===== config.mk =====
export PLATFORM = sky130hd
export DESIGN_NAME = tick_scheduler_flat
export DESIGN_NICKNAME = d
export VERILOG_FILES = /design/src/rtl/tick_scheduler_if.sv /design/src/rtl/tick_scheduler.sv /design/src/flat_wrapper.sv
export SDC_FILE = /design/constraint.sdc
export NUM_CORES = 1
export LEC_CHECK = 0
export CAP_MARGIN = 20
export CORE_MARGIN = 5
export CORE_UTILIZATION = 38
export CTS_CLUSTER_SIZE = 16
export DETAILED_ROUTE_END_ITERATION = 8
export GPL_ROUTABILITY_DRIVEN = 0
export HOLD_SLACK_MARGIN = 0.06
export RECOVER_POWER = 100
export SLEW_MARGIN = 20
export SYNTH_ARGS = -nofsm -noshare
export SYNTH_HDL_FRONTEND = slang
export SYNTH_SLANG_ARGS = --single-unit

===== constraint.sdc =====
create_clock -name clk -period 2.4 [get_ports clk]
set_input_delay 0.24 -clock clk [delete_from_list [all_inputs] [get_ports clk]]
set_output_delay 0.24 -clock clk [all_outputs]
set_load 0.02 [all_outputs]

===== src/rtl/tick_scheduler_if.sv =====
// Configuration and tick bus of the tick scheduler.
// The master writes channel configuration; the slave returns the tick, busy and base_tick strobes.
interface tick_scheduler_if #(
   parameter int CNT_W = 16
);
   logic             cfg_we;
   logic [1:0]       cfg_ch;
   logic [1:0]       cfg_mode;
   logic [CNT_W-1:0] cfg_period;
   logic             base_tick;
   logic [3:0]       tick;
   logic [3:0]       busy;

   modport master (
      output cfg_we, cfg_ch, cfg_mode, cfg_period,
      input  base_tick, tick, busy
   );

   modport slave (
      input  cfg_we, cfg_ch, cfg_mode, cfg_period,
      output base_tick, tick, busy
   );
endinterface


===== src/rtl/tick_scheduler.sv =====
// Four-channel tick scheduler: a free-running prescaler produces base ticks, and each channel
// divides them down into periodic or one-shot single-cycle enable pulses.
module tick_scheduler #(
   parameter int PRESCALE = 50000,
   parameter int CNT_W    = 16
) (
   input  logic             clk,
   input  logic             rst_n,
   tick_scheduler_if.slave  bus
);
   localparam int PC_W = $clog2(PRESCALE);

   typedef enum logic [1:0] {
      MODE_OFF      = 2'b00,
      MODE_PERIODIC = 2'b01,
      MODE_ONESHOT  = 2'b10
   } mode_t;

   logic [PC_W-1:0] pc_reg;
   logic [PC_W-1:0] pc_next;
   logic            base_tick_w;

   assign base_tick_w   = (pc_reg == PC_W'(PRESCALE - 1));
   assign bus.base_tick = base_tick_w;

   always_comb begin
      pc_next = pc_reg + PC_W'(1);
      if (base_tick_w) begin
         pc_next = '0;
      end
   end

   always_ff @(posedge clk or negedge rst_n) begin
      if (!rst_n) begin
         pc_reg <= '0;
      end else begin
         pc_reg <= pc_next;
      end
   end

   genvar gi;
   generate
      for (gi = 0; gi < 4; gi++) begin : gen_ch
         mode_t            mode_reg;
         mode_t            mode_next;
         logic [CNT_W-1:0] period_reg;
         logic [CNT_W-1:0] period_next;
         logic [CNT_W-1:0] cnt_reg;
         logic [CNT_W-1:0] cnt_next;
         logic             tick_reg;
         logic             tick_next;
         logic             sel_w;
         logic             armed_w;

         assign sel_w   = bus.cfg_we && (bus.cfg_ch == 2'(gi));
         assign armed_w = (mode_reg == MODE_PERIODIC) || (mode_reg == MODE_ONESHOT);

         // A write to this channel wins over a coincident base tick: no tick, counter reloaded.
         always_comb begin
            mode_next   = mode_reg;
            period_next = period_reg;
            cnt_next    = cnt_reg;
            tick_next   = 1'b0;
            if (sel_w) begin
               period_next = bus.cfg_period;
               cnt_next    = bus.cfg_period;
               if ((bus.cfg_period == '0) || (bus.cfg_mode == 2'b11)) begin
                  mode_next = MODE_OFF;
               end else begin
                  mode_next = mode_t'(bus.cfg_mode);
               end
            end else if (base_tick_w && armed_w) begin
               if (cnt_reg > CNT_W'(1)) begin
                  cnt_next = cnt_reg - CNT_W'(1);
               end else if (cnt_reg == CNT_W'(1)) begin
                  tick_next = 1'b1;
                  if (mode_reg == MODE_PERIODIC) begin
                     cnt_next = period_reg;
                  end else begin
                     mode_next = MODE_OFF;
                  end
               end
            end
         end

         always_ff @(posedge clk or negedge rst_n) begin
            if (!rst_n) begin
               mode_reg   <= MODE_OFF;
               period_reg <= '0;
               cnt_reg    <= '0;
               tick_reg   <= 1'b0;
            end else begin
               mode_reg   <= mode_next;
               period_reg <= period_next;
               cnt_reg    <= cnt_next;
               tick_reg   <= tick_next;
            end
         end

         assign bus.tick[gi] = tick_reg;
         assign bus.busy[gi] = armed_w;
      end
   endgenerate
endmodule


===== src/flat_wrapper.sv =====
// flat-port wrapper written by rule: the top's interface ports become plain ports
module tick_scheduler_flat 
#(
   parameter int PRESCALE = 50000,
   parameter int CNT_W    = 16
)
  (clk, rst_n, bus_cfg_we, bus_cfg_ch, bus_cfg_mode, bus_cfg_period, bus_base_tick, bus_tick, bus_busy);
  tick_scheduler_if #(.CNT_W(CNT_W)) bus_i ();
  input  logic clk;
  input  logic rst_n;
  input wire logic [$bits(bus_i.cfg_we)-1:0] bus_cfg_we;
  input wire logic [$bits(bus_i.cfg_ch)-1:0] bus_cfg_ch;
  input wire logic [$bits(bus_i.cfg_mode)-1:0] bus_cfg_mode;
  input wire logic [$bits(bus_i.cfg_period)-1:0] bus_cfg_period;
  output wire logic [$bits(bus_i.base_tick)-1:0] bus_base_tick;
  output wire logic [$bits(bus_i.tick)-1:0] bus_tick;
  output wire logic [$bits(bus_i.busy)-1:0] bus_busy;
  assign bus_i.cfg_we = bus_cfg_we;
  assign bus_i.cfg_ch = bus_cfg_ch;
  assign bus_i.cfg_mode = bus_cfg_mode;
  assign bus_i.cfg_period = bus_cfg_period;
  assign bus_base_tick = bus_i.base_tick;
  assign bus_tick = bus_i.tick;
  assign bus_busy = bus_i.busy;
  tick_scheduler #(.PRESCALE(PRESCALE), .CNT_W(CNT_W)) u_core (.clk(clk), .rst_n(rst_n), .bus(bus_i));
endmodule

Fig. 1: run 1, local utilization
Drawn at 2 px/µm. 16 x 16 tiles, from black (low) to pale yellow (high), 0 to 100% covered.
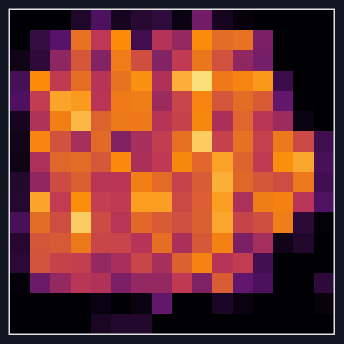
fullest tile: 93%
tiles over 75% full: 8.2%
nearly empty tiles: 20%
mean over tiles: 39%
emptiest ninth of the die: bottom right
Core Box Area: 22,600 µm²
fp_density: 38.7%
final core utilization: 46.5%

Fig. 2: run 1, metal 2
Drawn at 2 px/µm.
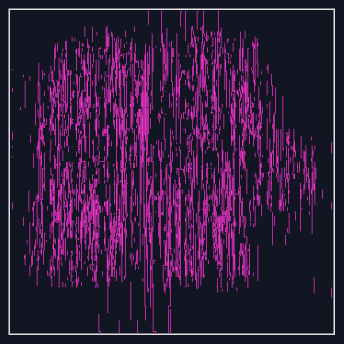
nets with wire on the layer: 901
wire length on this layer: 11,400 µm

Fig. 3: run 1, floorplan with the power grid
Drawn at 2 px/µm. Pins as bars on the die edge.
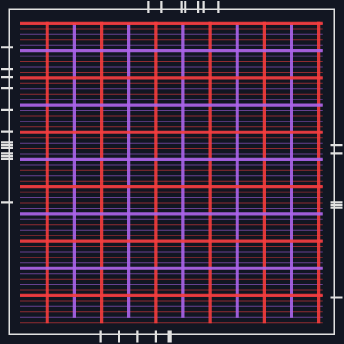
legend:
  purple:
    net: VDD
  red:
    net: VSS
rows: 55
met5 straps: 11
signal pins: 32
met4 straps: 11

==> Slide: Implementation Results, run 1 <==
Run Summary

Finish
  • Largest cell class by area: multi-input combinational cells
  • Clock Network Area Fraction: 5.74%

Drt
  • Remaining antenna violation count after routing: 0
  • Via/cell ratio: 5.50
  • Detailed Routing Iterations Pass 1: 5

Global routing
  • Vias in the first global route: 7,499

Clocking
  • CTS Sinks: 156
  • Cts bufs inserted: 17
  • Clk buf depth: 2

Power
  • Worst-case vdd ir drop: 394 µV
  • Leak Pwr: 0.00485 µW

Timing
  • Fmax: 0.431 GHz
  • Final Max-Slew Violation Tally: 52

Synthesis
  • Synth Cell Area: 8750 µm²
  • Syn_nets: 1,040
  • Yosys stat chip area: 8750 µm²
  • Synth area leaders: dfrtp_1, nand2_1, xor2_1, mux2i_1, nor2_1

Flow run
  • MaxCap Viol Count: 1

Placement
  • Placed cells: 1,357

Outcome
  • Violated checks: max-capacitance violations, max-slew violations
  • Status: finished with violations

Critical path
  • Setup CP Type: flip-flop to output pin
  • Startpoint types: flip-flop

Worst hold path
  • Min-delay worst type: flip-flop to flip-flop
[run 1: logic make-up (layout without fill, tap and decap cells)]
logic type | count (synthesis) | in the layout | synth area share, %
AND-OR/OR-AND | 189 | 189 | 14.8
buffers and inverters | 88 | 193 | 4.50
flip-flops | 156 | 156 | 44.6
AND/OR/NAND/NOR | 476 | 476 | 25.4
XOR/XNOR | 46 | 46 | 4.60
multiplexers | 36 | 36 | 4.27
adder cells (fa/ha/maj) | 13 | 13 | 1.86
[run 1: final timing paths]
kind | start | endpoint | slack, ps | depth (start not counted)
max in group asynchronous | rst_n | u_core.gen_ch[3].period_reg[5] | 410 | 3
min in group asynchronous | rst_n | u_core.gen_ch[0].cnt_reg[8] | 700 | 2
hold / removal | u_core.gen_ch[3].period_reg[5] | u_core.gen_ch[3].period_reg[5] | 470 | 2
setup / recovery | u_core.pc_reg[13] | bus_base_tick | 80 | 5
setup reg to reg | u_core.gen_ch[1].cnt_reg[0] | u_core.gen_ch[1].cnt_reg[14] | 110 | 7
hold reg to reg | u_core.gen_ch[3].period_reg[5] | u_core.gen_ch[3].period_reg[5] | 470 | 2
[run 1: through the flow]
stage	hold slack, ps	setup TNS [ps]	setup WS, ps	instance area [µm²]	total power (µW)
after CTS	353	0	60.6	10500	7840
after floorplan	-55.6	0	112	8750	4390
after detailed placement	247	-136	-41.1	9920	5000
after global placement	241	0	74.9	9920	4980
final	474	0	81.0	10500	7790
after global routing	495	-55.1	-19.8	10500	8230
[run 1: layer usage]
layer | GRT usage, % | share of wire (%) | vias to the layer above
met5 | 0 | 0 | -
met2 | 30.2 | 45 | 187
met3 | 4.16 | 4.7 | 36
li1 | - | - | 3722
met4 | 7.11 | 3.0 | 0
met1 | 27.6 | 47 | 3718
[run 1: layout by cell type, fill, tap and decap left out, drive strengths merged, types with 5 or more instances in the layout]
master | synthesis | routed
a31oi | 7 | 7
nor2 | 66 | 66
and3 | 9 | 9
ha | 13 | 13
xnor2 | 15 | 15
inv | 28 | 32
mux2 | 11 | 11
nand3 | 42 | 42
o21ai | 55 | 55
o41ai | 6 | 6
xor2 | 31 | 31
o31ai | 10 | 10
dfrtp | 156 | 156
clkdlybuf4s50 | 0 | 21
o211ai | 19 | 19
a21boi | 5 | 5
a211oi | 6 | 6
or3 | 5 | 5
nor3 | 26 | 26
dlygate4sd3 | 0 | 9
clkbuf | 40 | 40
o22ai | 9 | 9
and2 | 6 | 6
nor4 | 24 | 24
or4 | 6 | 6
nand2 | 255 | 255
nand4 | 15 | 15
mux2i | 25 | 25
buf | 20 | 82
a21oi | 27 | 27
[run 1: worst max-delay path: stages, from the launching register on]
cell           delay, ps
dfrtp_1              430
nor4bb_4             330
nand4_1              190
inv_1                190
buf_4                180
dlygate4sd2_1        340
[run 1: what timing repair did]
item                       CTS  global route
resized                      2            12
setup endpoints to repair    8            43
setup buffers                1             3
hold endpoints to repair    49             0
hold buffers                 1             0
pin swaps                    1             3
[run 1: power by group]
group          internal [µW]  switching [µW]  total [µW]
sequential              3020             387        3400
combinational            676             887        1560
clock                   1680            1150        2820
==> run 2: changes to the inputs <==
--- a/config.mk
+++ b/config.mk
@@ -8,10 +8,11 @@
 export CAP_MARGIN = 20
 export CORE_MARGIN = 5
 export CORE_UTILIZATION = 38
+export CTS_BUF_LIST = sky130_fd_sc_hd__clkbuf_4
 export CTS_CLUSTER_SIZE = 16
 export DETAILED_ROUTE_END_ITERATION = 8
 export GPL_ROUTABILITY_DRIVEN = 0
-export HOLD_SLACK_MARGIN = 0.06
+export HOLD_SLACK_MARGIN = 0.15
 export RECOVER_POWER = 100
 export SLEW_MARGIN = 20
 export SYNTH_ARGS = -nofsm -noshare
Fig. 4: run 2, local utilization
Drawn at 2 px/µm. 16 x 16 tiles, from black (low) to pale yellow (high), 0 to 100% covered.
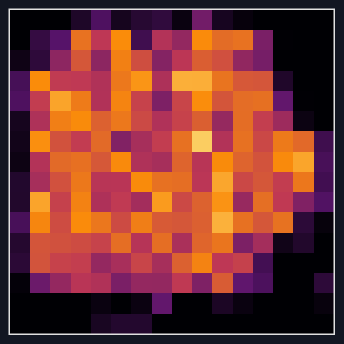
nearly empty tiles: 20%
fullest tile: 89%
emptiest ninth of the die: bottom right
densest ninth of the die: middle
final core utilization: 45.7%

==> Slide: Implementation Results, run 2 <==
Run Summary

Outcome
  • Status: finished clean

Power
  • Clock power share: 26.2% (-10 points)
  • Internal cell power: 4440 µW (-17%)
  • Switching pwr: 2290 µW (-5.4%)
  • Switch share: 34.0% (+2.9 points)
  • Worst-case vdd ir drop: 369 µV (-6.4%)
  • Sequential power share: 50.5% (+6.8 points)

Clocking
  • Clk buf depth: 2 (unchanged)

Drt
  • Via/cell ratio: 5.49 (-0.22%)
  • Remaining antenna violation count after routing: 0 (unchanged)

Synthesis
  • Synth Cell Area: 8750 µm² (unchanged)
  • Synth area leaders: dfrtp_1, nand2_1, xor2_1, mux2i_1, nor2_1

Critical path
  • Crit path to: u_core.gen_ch[1].cnt_reg[10]
  • RR Endpoint: u_core.gen_ch[1].cnt_reg[10]
  • Most used cell, CP: o21ai_0
  • Startpoint types: flip-flop
  • CP max-delay cell: or3b_2
  • Ordered cell list for the critical path: inv_1 > ha_2 > or3b_2 > or3_1 > o22a_1 > o21ai_0 > o21ai_0
  • Setup CP Type: flip-flop to flip-flop
  • Top delay family on crit path: simple AND/OR/NAND/NOR gates
  • Worst setup startpoint: u_core.gen_ch[1].cnt_reg[0]

Worst hold path
  • Min-delay worst type: input pin to flip-flop

Finish
  • Top cell excl fill/tap: nand2_1
  • Top cells excl fill/tap: nand2_1, dfrtp_1, buf_4

Global routing
  • Vias in the first global route: 7,478 (-0.28%)

Timing
  • Fmax: 0.437 GHz (+1.3%)
  • Final Max-Slew Violation Tally: 0 (-100%)

Floorplan
  • Fp_density: 38.7% (unchanged)
Fig. 5: run 2, the clock network
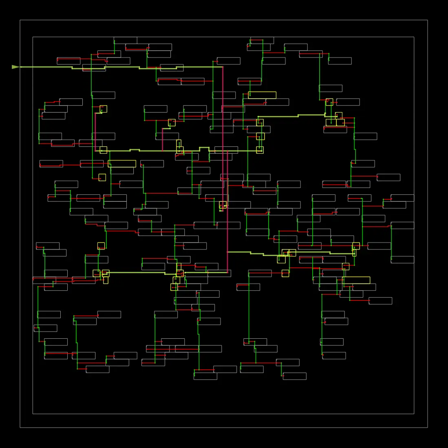
cts bufs inserted: 17
Worst Skew: 29.7 ps
clock latency on the worst-skew pair: 560 ps
CTS Sinks: 156
Clk. pwr: 1760 µW

==> run 2: cell counts after synthesis <==
Identical to the previous run, type by type.
==> run 2: timing repair <==
| item | in CTS | in global routing |
|---|---|---|
| buffers inserted | 1 | 8 |
| hold buffers | 1 | 0 |
| endpoints found under the setup margin | 12 | 51 |
| gates resized | 7 | 21 |
| endpoints found under the hold margin | 129 | 0 |
| pin swaps | 2 | 4 |
==> run 2: through the flow <==
| stage | power [µW] | setup slack [ps] | cell area, µm² | hold WS, ps |
|---|---|---|---|---|
| floorplan | 4390 | 112 | 8750 | -55.6 |
| global placement | 4980 | 74.9 | 9920 | 241 |
| detailed placement | 5000 | -41.1 | 9920 | 247 |
| CTS | 6760 | 5.59 | 10300 | 175 |
| global route | 7160 | -4.44 | 10300 | 388 |
| finish | 6730 | 111 | 10300 | 430 |
==> run 2: area by class of cell <==
type | instances | area (µm²) | area share, %
Multi-Input combinational cell | 760 | 4550 | 44.0
Sequential cell | 156 | 3900 | 37.7
Timing Repair Buffer | 138 | 1120 | 10.8
Tap cell | 285 | 357 | 3.45
Clock inverter | 13 | 161 | 1.56
Clock buffer | 19 | 143 | 1.38
Inverter | 28 | 105 | 1.02
Antenna cell | 1 | 2.50 | 0.0242
==> run 2: metal layers <==
layer / track usage (%) / up-vias / share of wire (%)
met3: 3.91 / 24 / 4.3
met5: 0 / - / 0
met1: 27.6 / 3756 / 48
li1: - / 3734 / -
met4: 4.96 / 0 / 1.9
met2: 31.0 / 165 / 46
==> run 2: worst min path at each step <==
stage	from	end	slack, ps	cells past startpoint
after floorplan	rst_n	u_core.gen_ch[0].cnt_reg[0]	-60	0
after global placement	rst_n	u_core.gen_ch[0].tick_reg	240	1
after detailed placement	rst_n	u_core.pc_reg[8]	250	1
after CTS	rst_n	u_core.pc_reg[9]	170	2
after global routing	bus_cfg_mode[1]	u_core.gen_ch[0].mode_reg[1]	390	3
final	bus_cfg_mode[1]	u_core.gen_ch[2].mode_reg[1]	430	3
==> run 2: power by group through the flow <==
stage               logic [µW]  clock network [µW]  registers [µW]
floorplan                 1060                   0            3330
global placement          1540                   0            3430
detailed placement        1570                   0            3430
CTS                       1570                1810            3380
global route              1780                1930            3450
finish                    1570                1760            3400
==> run 2: logic make-up (layout without fill, tap and decap cells) <==
| kind of cell | Yosys count | count (layout) | synth area share [%] |
|---|---|---|---|
| adder cells (fa/ha/maj) | 13 | 13 | 1.86 |
| buffers and inverters | 88 | 198 | 4.50 |
| flip-flops | 156 | 156 | 44.6 |
| AND/OR/NAND/NOR | 476 | 476 | 25.4 |
| other | 0 | 1 | 0 |
| multiplexers | 36 | 36 | 4.27 |
| XOR/XNOR | 46 | 46 | 4.60 |
| AND-OR/OR-AND | 189 | 189 | 14.8 |
==> run 2: worst min-delay path, stage by stage <==
cell	delay (ps)
clkdlybuf4s50_1	440
nand2_1	190
o22ai_1	100
Power and IR drop assume default switching activity.
